[config.mk]
export PLATFORM = sky130hd
export DESIGN_NAME = lsu_stage_flat
export DESIGN_NICKNAME = d
export VERILOG_FILES = /design/src/rtl/lsu_pkg.sv /design/src/rtl/lsu_bus_if.sv /design/src/rtl/lsu_align.sv /design/src/rtl/lsu_stage.sv /design/src/flat_wrapper.sv
export SDC_FILE = /design/constraint.sdc
export NUM_CORES = 1
export LEC_CHECK = 0
export CORE_MARGIN = 2
export CORE_UTILIZATION = 30
export CTS_BUF_LIST = sky130_fd_sc_hd__clkbuf_8
export CTS_CLUSTER_DIAMETER = 30
export DETAILED_ROUTE_END_ITERATION = 12
export GPL_TIMING_DRIVEN = 0
export RECOVER_POWER = 100
export SYNTH_ARGS = -nofsm -noshare
export SYNTH_HDL_FRONTEND = slang
export SYNTH_SLANG_ARGS = --single-unit
[constraint.sdc]
create_clock -name clk -period 4.6 [get_ports clk]
set_input_delay 0.92 -clock clk [delete_from_list [all_inputs] [get_ports clk]]
set_output_delay 0.92 -clock clk [all_outputs]
set_load 0.005 [all_outputs]
[src/rtl/lsu_pkg.sv]
// rtl/lsu_pkg.sv - size encodings, FSM states and lane helpers for the load/store stage
package lsu_pkg;

   typedef enum logic [1:0] {
      SZ_BYTE  = 2'd0,
      SZ_HALF  = 2'd1,
      SZ_WORD  = 2'd2,
      SZ_DWORD = 2'd3
   } mem_size_e;

   typedef enum logic [1:0] {
      ST_IDLE = 2'd0,
      ST_REQ  = 2'd1,
      ST_WAIT = 2'd2,
      ST_DONE = 2'd3
   } lsu_state_e;

   // byte enables per data word
   function automatic int be_width(input int data_w);
      return data_w / 8;
   endfunction

   // number of bytes touched by an access of the given size code
   function automatic int lane_bytes(input logic [1:0] size);
      return 1 << size;
   endfunction

endpackage

[src/rtl/lsu_bus_if.sv]
// rtl/lsu_bus_if.sv - request/grant/response data-memory bus between LSU and memory
interface lsu_bus_if
   import lsu_pkg::*;
#(
   parameter int DATA_W = 32,
   parameter int ADDR_W = 32
);
   localparam int BE_W = be_width(DATA_W);

   logic              bus_req;
   logic              bus_we;
   logic [ADDR_W-1:0] bus_addr;
   logic [DATA_W-1:0] bus_wdata;
   logic [BE_W-1:0]   bus_be;
   logic              bus_gnt;
   logic              bus_rvalid;
   logic [DATA_W-1:0] bus_rdata;

   modport master (
      output bus_req, bus_we, bus_addr, bus_wdata, bus_be,
      input  bus_gnt, bus_rvalid, bus_rdata
   );

   modport slave (
      input  bus_req, bus_we, bus_addr, bus_wdata, bus_be,
      output bus_gnt, bus_rvalid, bus_rdata
   );

endinterface

[src/rtl/lsu_align.sv]
// rtl/lsu_align.sv - combinational load extract/extend and store replicate/byte-enable
module lsu_align
   import lsu_pkg::*;
#(
   parameter int DATA_W = 32,
   parameter int LANE_W = $clog2(DATA_W / 8)
) (
   input  logic [1:0]          size,
   input  logic                uns,
   input  logic [LANE_W-1:0]   lane,
   input  logic [DATA_W-1:0]   rdata,
   input  logic [DATA_W-1:0]   st_data,
   output logic [DATA_W-1:0]   ld_data,
   output logic [DATA_W-1:0]   st_wdata,
   output logic [DATA_W/8-1:0] st_be
);
   localparam int BE_W = be_width(DATA_W);

   logic [DATA_W-1:0] shifted;
   logic              ext;
   int                nbytes;
   int                lane_i;

   // load path: move the addressed lane to bit 0, then sign/zero extend above the field
   always_comb begin
      nbytes  = lane_bytes(size);
      if (nbytes > BE_W) nbytes = BE_W;
      shifted = rdata >> {lane, 3'b000};
      case (size)
         SZ_BYTE: ext = shifted[7];
         SZ_HALF: ext = shifted[15];
         SZ_WORD: ext = shifted[31];
         default: ext = shifted[DATA_W-1];
      endcase
      ext = ext & ~uns;
      for (int i = 0; i < DATA_W; i++) begin
         ld_data[i] = (i < nbytes * 8) ? shifted[i] : ext;
      end
   end

   // store path: replicate the low field across the word, enable only the addressed bytes
   always_comb begin
      lane_i = int'(lane);
      case (size)
         SZ_BYTE: st_wdata = {BE_W{st_data[7:0]}};
         SZ_HALF: st_wdata = {(BE_W / 2){st_data[15:0]}};
         SZ_WORD: st_wdata = {(DATA_W / 32){st_data[31:0]}};
         default: st_wdata = st_data;
      endcase
      for (int b = 0; b < BE_W; b++) begin
         st_be[b] = (b >= lane_i) && (b < lane_i + nbytes);
      end
   end

endmodule

[src/rtl/lsu_stage.sv]
// rtl/lsu_stage.sv - EXE->MEM register, bus FSM and load hold register; LSU_MISALIGN_TRAP_EN enables misalign trapping
module lsu_stage
   import lsu_pkg::*;
#(
   parameter int DATA_W = 32,
   parameter int ADDR_W = 32,
   parameter int RA_W   = 5
) (
   input  logic              clk,
   input  logic              rst_b,
   input  logic              hold_ctl,
   input  logic              clear_ctl,
   input  logic              reg_wen_exe,
   input  logic [RA_W-1:0]   reg_waddr_exe,
   input  logic [DATA_W-1:0] reg_wdata_exe,
   input  logic              mem_rd_exe,
   input  logic              mem_wr_exe,
   input  logic [1:0]        mem_size_exe,
   input  logic              mem_uns_exe,
   input  logic [ADDR_W-1:0] mem_addr_exe,
   input  logic [DATA_W-1:0] st_data_exe,
   lsu_bus_if.master         bus,
   output logic              busy_mem,
   output logic              misalign_mem,
   output logic              reg_wen_mem,
   output logic [RA_W-1:0]   reg_waddr_mem,
   output logic [DATA_W-1:0] reg_wdata_mem
);
   localparam int BE_W   = be_width(DATA_W);
   localparam int LANE_W = $clog2(BE_W);

   lsu_state_e        state_q, state_d;
   logic              reg_wen_q, reg_wen_d;
   logic [RA_W-1:0]   reg_waddr_q, reg_waddr_d;
   logic [DATA_W-1:0] reg_wdata_q, reg_wdata_d;
   logic              mem_rd_q, mem_rd_d;
   logic              mem_wr_q, mem_wr_d;
   logic [1:0]        mem_size_q, mem_size_d;
   logic              mem_uns_q, mem_uns_d;
   logic [ADDR_W-1:0] mem_addr_q, mem_addr_d;
   logic [DATA_W-1:0] st_data_q, st_data_d;
   logic [DATA_W-1:0] hold_q, hold_d;
   logic              kill_q, kill_d;

   logic              mem_op, mis;
   logic [LANE_W-1:0] lane_raw, lane;
   int                nbytes;
   logic              bus_req_c, gnt_eff, rv_eff, complete_now, busy_c, advance;
   logic [DATA_W-1:0] ld_fmt, st_wdata;
   logic [BE_W-1:0]   st_be;

   // decode the MEM entry: op present, byte lane and (optionally) misalignment
   always_comb begin
      mem_op   = mem_rd_q | mem_wr_q;
      nbytes   = lane_bytes(mem_size_q);
      lane_raw = mem_addr_q[LANE_W-1:0];
`ifdef LSU_MISALIGN_TRAP_EN
      mis  = mem_op & ((int'(lane_raw) & (nbytes - 1)) != 0);
      lane = lane_raw;
`else
      mis  = 1'b0;
      lane = LANE_W'(int'(lane_raw) & ~(nbytes - 1));
`endif
   end

   lsu_align #(
      .DATA_W (DATA_W),
      .LANE_W (LANE_W)
   ) u_align (
      .size     (mem_size_q),
      .uns      (mem_uns_q),
      .lane     (lane),
      .rdata    (bus.bus_rdata),
      .st_data  (st_data_q),
      .ld_data  (ld_fmt),
      .st_wdata (st_wdata),
      .st_be    (st_be)
   );

   // FSM outputs: request, effective handshakes, completion and stall
   always_comb begin
      bus_req_c    = mem_op & ~mis & ((state_q == ST_IDLE) | (state_q == ST_REQ));
      gnt_eff      = bus_req_c & bus.bus_gnt;
      rv_eff       = (state_q == ST_WAIT) & mem_rd_q & bus.bus_rvalid;
      complete_now = (mem_wr_q & gnt_eff) | (mem_rd_q & rv_eff);
      busy_c       = mem_op & (state_q != ST_DONE) & ~complete_now;
      advance      = ~hold_ctl & ~busy_c;
   end

   // FSM next state; a completed access skips DONE when the register advances the same cycle
   always_comb begin
      state_d = state_q;
      case (state_q)
         ST_IDLE: begin
            if (mem_op) begin
               if (mis)          state_d = ST_DONE;
               else if (gnt_eff) state_d = mem_wr_q ? (advance ? ST_IDLE : ST_DONE) : ST_WAIT;
               else              state_d = ST_REQ;
            end
         end
         ST_REQ: begin
            if (gnt_eff) state_d = mem_wr_q ? (advance ? ST_IDLE : ST_DONE) : ST_WAIT;
         end
         ST_WAIT: begin
            if (rv_eff) state_d = advance ? ST_IDLE : ST_DONE;
         end
         default: begin
            if (advance) state_d = ST_IDLE;
         end
      endcase
   end

   // MEM register, load hold register and kill flag next values
   always_comb begin
      reg_wen_d   = reg_wen_q;
      reg_waddr_d = reg_waddr_q;
      reg_wdata_d = reg_wdata_q;
      mem_rd_d    = mem_rd_q;
      mem_wr_d    = mem_wr_q;
      mem_size_d  = mem_size_q;
      mem_uns_d   = mem_uns_q;
      mem_addr_d  = mem_addr_q;
      st_data_d   = st_data_q;
      hold_d      = rv_eff ? ld_fmt : hold_q;
      kill_d      = kill_q;
      if (advance) begin
         kill_d = 1'b0;
         if (clear_ctl | kill_q) begin
            reg_wen_d   = 1'b0;
            reg_waddr_d = '0;
            reg_wdata_d = '0;
            mem_rd_d    = 1'b0;
            mem_wr_d    = 1'b0;
            mem_size_d  = '0;
            mem_uns_d   = 1'b0;
            mem_addr_d  = '0;
            st_data_d   = '0;
         end else begin
            reg_wen_d   = reg_wen_exe;
            reg_waddr_d = reg_waddr_exe;
            reg_wdata_d = reg_wdata_exe;
            mem_rd_d    = mem_rd_exe;
            mem_wr_d    = mem_wr_exe;
            mem_size_d  = mem_size_exe;
            mem_uns_d   = mem_uns_exe;
            mem_addr_d  = mem_addr_exe;
            st_data_d   = st_data_exe;
         end
      end else if (clear_ctl & ~hold_ctl & busy_c) begin
         // flush arrived mid-access: let the bus transaction finish, drop its writeback
         kill_d = 1'b1;
      end
   end

   // state and storage flops
   always_ff @(posedge clk or negedge rst_b) begin
      if (!rst_b) begin
         state_q     <= ST_IDLE;
         reg_wen_q   <= 1'b0;
         reg_waddr_q <= '0;
         reg_wdata_q <= '0;
         mem_rd_q    <= 1'b0;
         mem_wr_q    <= 1'b0;
         mem_size_q  <= '0;
         mem_uns_q   <= 1'b0;
         mem_addr_q  <= '0;
         st_data_q   <= '0;
         hold_q      <= '0;
         kill_q      <= 1'b0;
      end else begin
         state_q     <= state_d;
         reg_wen_q   <= reg_wen_d;
         reg_waddr_q <= reg_waddr_d;
         reg_wdata_q <= reg_wdata_d;
         mem_rd_q    <= mem_rd_d;
         mem_wr_q    <= mem_wr_d;
         mem_size_q  <= mem_size_d;
         mem_uns_q   <= mem_uns_d;
         mem_addr_q  <= mem_addr_d;
         st_data_q   <= st_data_d;
         hold_q      <= hold_d;
         kill_q      <= kill_d;
      end
   end

   assign bus.bus_req    = bus_req_c;
   assign bus.bus_we     = bus_req_c & mem_wr_q;
   assign bus.bus_addr   = {mem_addr_q[ADDR_W-1:LANE_W], {LANE_W{1'b0}}};
   assign bus.bus_wdata  = st_wdata;
   assign bus.bus_be     = bus_req_c ? st_be : '0;

   assign busy_mem      = busy_c;
   assign misalign_mem  = mis;
   assign reg_wen_mem   = reg_wen_q & ~kill_q & ~mis;
   assign reg_waddr_mem = reg_waddr_q;
   assign reg_wdata_mem = mem_rd_q ? (complete_now ? ld_fmt : hold_q) : reg_wdata_q;

endmodule

[src/flat_wrapper.sv]
// flat-port wrapper written by rule: the top's interface ports become plain ports
module lsu_stage_flat import lsu_pkg::*;
#(
   parameter int DATA_W = 32,
   parameter int ADDR_W = 32,
   parameter int RA_W   = 5
)
  (clk, rst_b, hold_ctl, clear_ctl, reg_wen_exe, reg_waddr_exe, reg_wdata_exe, mem_rd_exe, mem_wr_exe, mem_size_exe, mem_uns_exe, mem_addr_exe, st_data_exe, busy_mem, misalign_mem, reg_wen_mem, reg_waddr_mem, reg_wdata_mem, bus_bus_req, bus_bus_we, bus_bus_addr, bus_bus_wdata, bus_bus_be, bus_bus_gnt, bus_bus_rvalid, bus_bus_rdata);
  lsu_bus_if #(.DATA_W(DATA_W), .ADDR_W(ADDR_W)) bus_i ();
  input  logic clk;
  input  logic rst_b;
  input  logic hold_ctl;
  input  logic clear_ctl;
  input  logic reg_wen_exe;
  input  logic [RA_W-1:0] reg_waddr_exe;
  input  logic [DATA_W-1:0] reg_wdata_exe;
  input  logic mem_rd_exe;
  input  logic mem_wr_exe;
  input  logic [1:0] mem_size_exe;
  input  logic mem_uns_exe;
  input  logic [ADDR_W-1:0] mem_addr_exe;
  input  logic [DATA_W-1:0] st_data_exe;
  output logic busy_mem;
  output logic misalign_mem;
  output logic reg_wen_mem;
  output logic [RA_W-1:0] reg_waddr_mem;
  output logic [DATA_W-1:0] reg_wdata_mem;
  output wire logic [$bits(bus_i.bus_req)-1:0] bus_bus_req;
  output wire logic [$bits(bus_i.bus_we)-1:0] bus_bus_we;
  output wire logic [$bits(bus_i.bus_addr)-1:0] bus_bus_addr;
  output wire logic [$bits(bus_i.bus_wdata)-1:0] bus_bus_wdata;
  output wire logic [$bits(bus_i.bus_be)-1:0] bus_bus_be;
  input wire logic [$bits(bus_i.bus_gnt)-1:0] bus_bus_gnt;
  input wire logic [$bits(bus_i.bus_rvalid)-1:0] bus_bus_rvalid;
  input wire logic [$bits(bus_i.bus_rdata)-1:0] bus_bus_rdata;
  assign bus_bus_req = bus_i.bus_req;
  assign bus_bus_we = bus_i.bus_we;
  assign bus_bus_addr = bus_i.bus_addr;
  assign bus_bus_wdata = bus_i.bus_wdata;
  assign bus_bus_be = bus_i.bus_be;
  assign bus_i.bus_gnt = bus_bus_gnt;
  assign bus_i.bus_rvalid = bus_bus_rvalid;
  assign bus_i.bus_rdata = bus_bus_rdata;
  lsu_stage #(.DATA_W(DATA_W), .ADDR_W(ADDR_W), .RA_W(RA_W)) u_core (.clk(clk), .rst_b(rst_b), .hold_ctl(hold_ctl), .clear_ctl(clear_ctl), .reg_wen_exe(reg_wen_exe), .reg_waddr_exe(reg_waddr_exe), .reg_wdata_exe(reg_wdata_exe), .mem_rd_exe(mem_rd_exe), .mem_wr_exe(mem_wr_exe), .mem_size_exe(mem_size_exe), .mem_uns_exe(mem_uns_exe), .mem_addr_exe(mem_addr_exe), .st_data_exe(st_data_exe), .bus(bus_i), .busy_mem(busy_mem), .misalign_mem(misalign_mem), .reg_wen_mem(reg_wen_mem), .reg_waddr_mem(reg_waddr_mem), .reg_wdata_mem(reg_wdata_mem));
endmodule
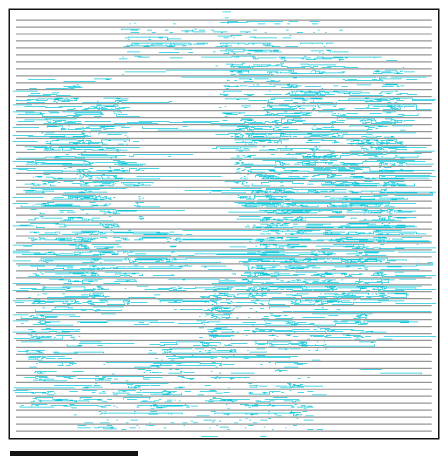
Fig. 1. The metal 1 layer.
The bar under the picture is 50 um long. Supply wires on this layer in gray.
The layer carries 12800 um of wire. The longest straight run is 75.9 um. The wires run mostly horizontal. 1212 nets have wire on it. The layer holds 44% of the routed length.
Vias: 7962
met1 Usage GRT: 27.4%
Total Wirelength: 29100 um

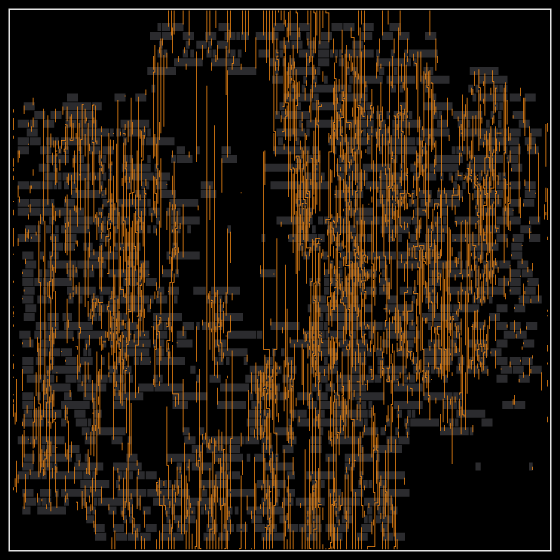
Fig. 2. Met2 routing.
Cells faint in the background.
The layer carries 13100 um of wire. The layer holds 45% of the routed length. 1106 nets have wire on it. The longest straight run is 112 um.
met2 usage: 32.5%

==> summary.txt <==
flow finished, numbers: share of flip-flops with an asynchronous set or reset=100%, launch point of the worst reg-to-reg path=u_core.state_q[0], Comb power frac=54.3%, Crit. End Element=primary output, H-Tree Level Count=4, Max Slew Vio Count=102, CP Depth=7, hold_ws=0.485 ns, Logic Gate Count=685, MaxCap Viol Count=2, grt ovf=0, GPL Wtd Cong=0.899, failing checks=max-capacitance violations, max-slew violations, Post-synth top cells=nand2_1 (291), dfrtp_1 (142), o21ai_0 (106), a31oi_1 (49), clkbuf_1 (46), R2R Path End=u_core.mem_size_q[1], Final WS setup=0.116 ns, Cell Pwr Density=608 nW/um^2, Mux area share=5.63%, hold endpoint=u_core.reg_wdata_q[15], Synth top cell by count=nand2_1, status=complete, but fails checks, f_max=223 MHz, Post CTS Setup Buffer Count=8, crit-path most repeated cell=clkdlybuf4s50_1, worst skew pair latency=0.45 ns, I/O pin count=255, yosys cell count=950
## placed cells by master, fill, tap and decap left out, drive strengths merged, types with 4 or more instances in the layout
cell type      instances
a22o                   9
mux2i                 10
o22ai                 26
ha                     9
nor3                   4
clkbuf                82
inv                   19
nand2b                26
a31oi                 49
nor2                  33
a22oi                 16
dlygate4sd3           73
mux2                  15
nand2                291
o21ai                126
mux4                   8
nand3                 21
bufinv                 4
buf                   56
a21oi                  5
clkdlybuf4s50        173
dfrtp                142
a211oi                 5
## cell families after synthesis
logic type | count (synthesis)
simple gates | 388
compound gates | 251
mux | 33
flops | 142
buf+inv | 125
fa+ha+maj | 10
other cells | 1
No activity file was given, so power comes from the tool's default toggle rates.
